==> config.mk <==
export PLATFORM = sky130hd
export DESIGN_NAME = stfq_ranker
export DESIGN_NICKNAME = d
export VERILOG_FILES = /design/src/rtl/stfq_ranker.sv
export SDC_FILE = /design/constraint.sdc
export NUM_CORES = 2
export LEC_CHECK = 0
export CAP_MARGIN = 5
export CORE_UTILIZATION = 38
export DETAILED_ROUTE_END_ITERATION = 10
export PLACE_DENSITY = 0.55
export SLEW_MARGIN = 5
export SYNTH_ARGS = -nofsm -noshare
export SYNTH_HDL_FRONTEND = slang
export SYNTH_SLANG_ARGS = --single-unit
==> constraint.sdc <==
create_clock -name clk -period 20.6 [get_ports clk]
set_input_delay 6.18 -clock clk [delete_from_list [all_inputs] [get_ports clk]]
set_output_delay 6.18 -clock clk [all_outputs]
set_load 0.005 [all_outputs]
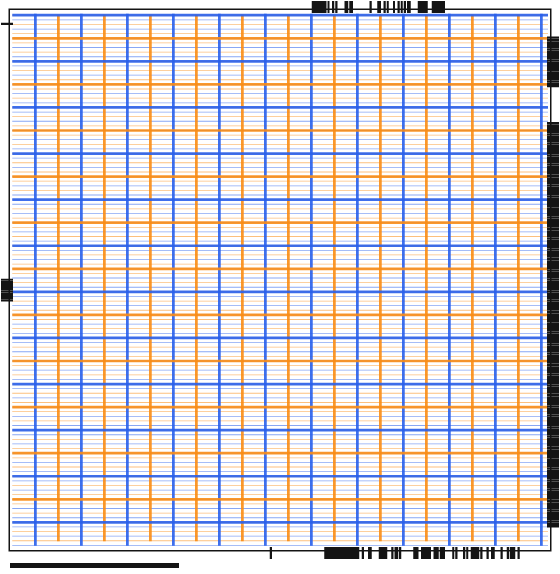
**Above:** power grid.
The bar under the picture is 100 um long. Pins as bars on the die edge.
Key: blue = VSS; orange = VDD
23 straps on met5. 23 straps on met4.
Peak VDD IR: 0.0645 mV
chip width: 319 um
Core Region: 98900 um2
DIE HEIGHT: 319 um

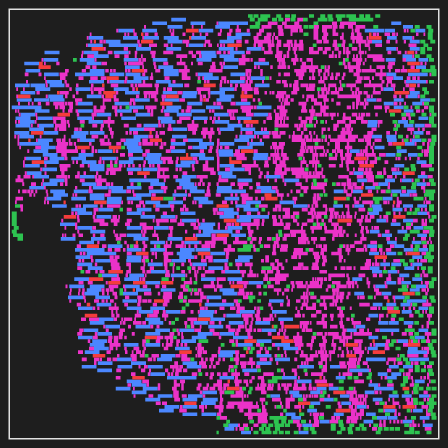
**Above:** placement by cell class.
Key: green = other buffers and delay cells [cells 463, share of their area 9.9%]; magenta = all other logic [cells 3321, share of their area 47%]; blue = flip-flops [cells 610, share of their area 37%]; red = clock drivers and dummy loads [cells 122, share of their area 5.2%]
Util after Layout: 0.460
flop share of the area: 0.361
std cell rows: 115

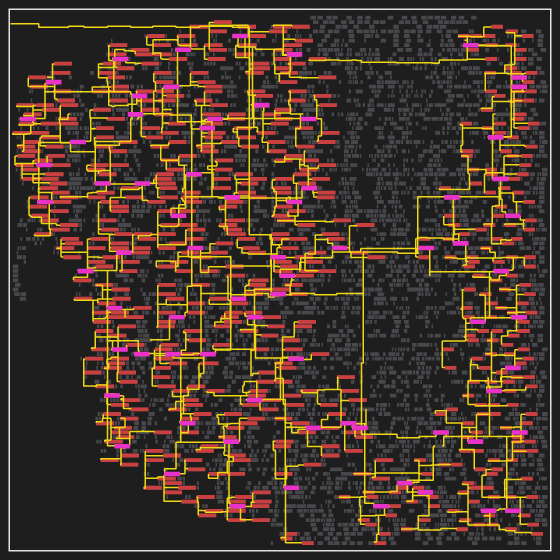
**Above:** routed clock nets over the placement.
Key: red = flip-flops [count 610]; yellow = clock wires [length 8900 um]; magenta = cells driving clock nets [count 72]
Position of the flops: widely spread.
Latency at later pin: 690 ps
final clock skew: 74.4 ps

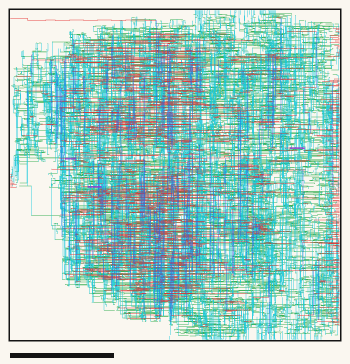
**Above:** signal wires by layer.
The bar under the picture is 100 um long.
Key: green = met1 [wire length 65.8 mm]; blue = met4 [wire length 8110 um]; red = met3 [wire length 20.8 mm]; purple = met5 [wire length 34.0 um]; cyan = met2 [wire length 72.1 mm]
wire per inst: 28.7 um
Total Wirelength: 167000 um
Vias: 36900
gr usage total: 0.318

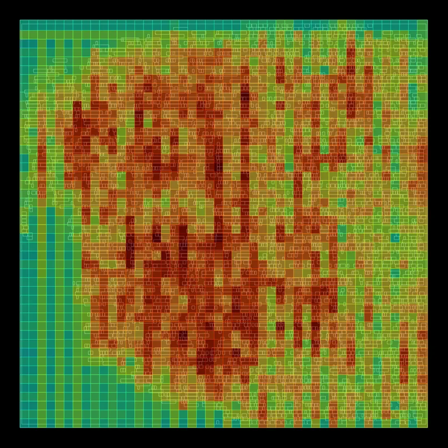
**Above:** routing congestion.
grt met3 use: 0.0812
met1 usage: 0.424
busiest grt layer: met2

==> reports/qor.yml <==
dp_hpwl_um: 110000
synthCells: 4204
setup_tns_ps: 0
tightest_slew_ps: 1300
seq-power_mw: 1.38
via_per_inst: 6.35
synthArstFlopShare: 0
antenna_left: 0
wl_met1_um: 65800
comb_power_share: 0.254
synth.avg_cell_area_um2: 9.06
clk_path_buf_depth: 3
cts_tree: "yes"
yosys_warnings: 0
grt_pass1_vias: 34200
fillers: 9425
grt-ovfl-total: 0
n_tap_cell: 1287
r2r.worst_path.cells: 52
power_density_nw_per_um2: 77.9
finish.instance_area_um2: 45500
start_kind: "primary input"
slew_headroom: 0.130
final_cell_mix: "503 x nor2_1, 423 x edfxtp_1, 331 x o21ai_0, 323 x nand2_1, 315 x clkdlybuf4s50_1"
postCtsSetupBuffers: 0
dp_slack_ps: -289
port_buffers: 318
synthTopCellsByCount: "512 x nor2_1, 423 x edfxtp_1, 334 x o21ai_0, 330 x nand2_1, 280 x nand3_1"
warning_count: 34
hold_violations: 0
nClkBuffers: 93
worstPathArrival_ps: 20500
combGateArea_um2: 20300
max_freq_ghz: 0.0497
worst_slack_ps: 489
diodes: 1
nMultiInputCombCells: 3186
finalPower_mw: 3.54
seqPwrFrac: 0.388
inv_count: 135
cp_common_cell: "a21oi_1"
clockPowerShare: 0.357
ys.flop_type: "edfxtp_1"
top_layer_used: "met5"
io-pin-count: 319
cp_slowest_stage_delay_ps: 660
yosysUniqueCellTypes: 108
grt_use_met2: 0.484
critical_path_buf_inv_count: 8
yosys.area.top_type: "edfxtp_1"
p_sw_frac: 0.340
drive_above_1_share: 0.0999
yosys-stat-cells: 4204
n_all_buffers: 463
finalNetCount: 4772
drtPass1Iterations: 7
worstHoldPathType: "reg -> reg"
wl_met2_um: 72100
largestClassByArea: "logic gates"
netlist_top_cells_area: "edfxtp_1 33%, dfxtp_1 9.8%, nor2_1 5.0%"
grt_pass1_wl_um: 239000
instances_no_fill: 5804
antenna_found_initial: 8
postPlaceCellArea_um2: 43200
seq_cells: 610
power.internal_mw: 2.34
crit_slowest_cell: "or4_1"
power_top_consumer: "sequential cells"
finalMaxSlewViolations: 0
rrSetupSlack_ps: 7030
rsz0062_at_grt: "no"
hold_path_depth: 2
aoi_share: 0.202
ctsHoldBuffers: 0
cts_resized: 0
areaGrowthSynthToFinish_pct: 19.5
whs_ps: 462
crit_cells: 55
drv_cap: 0
largest_reg_flops: 375
synth_xor_xnor_area_share: 0.00966
yosys.area_share.simple: 0.176
dieArea_um2: 102000
comb_share: 0.446
logic_family: "AND-OR/OR-AND gates"
powerComb_mw: 0.901
synth_flops: 610
syn_area_um2: 38100
cp-end-kind: "flip-flop"
htree_levels: 3
clkCellAreaFrac: 0.0501
grt_max_degree: 101
cts-root-buf: "clkbuf_16"
power.leakage_nw: 16.6
drt_iter0_markers: 4824
finalSetupViolCount: 0
clk_pin_slew_ps: 60
route.met3.wl_um: 20800
p_sw_mw: 1.20
gp_congestion: 0.984
fp_util: 0.385
flop_area_um2: 16400
crit_required_ps: 20990
lay_top_count: "nor2_1"
outcome: "finished, final reports clean"
clock_power_mw: 1.27
yosys-stat-area_um2: 38100
dp.cells: 5680
path_delay_family: "AND-OR/OR-AND gates"
cts.sinks: 610
yosys.cell_count.top_type: "nor2_1"
ys_seq_share: 0.432
drc_errors: 0
min_period_ps: 20110
edf_count: 423
ys_sh_adder: 0.0477
ys_sh_mux: 0.0837
cp_max_fo: 38
period_used_share: 0.976
top_cell_area_share: 0.333
nonClkBufAreaFrac: 0.0959
cts_made_buffers: 72
critPathKind: "in -> reg"
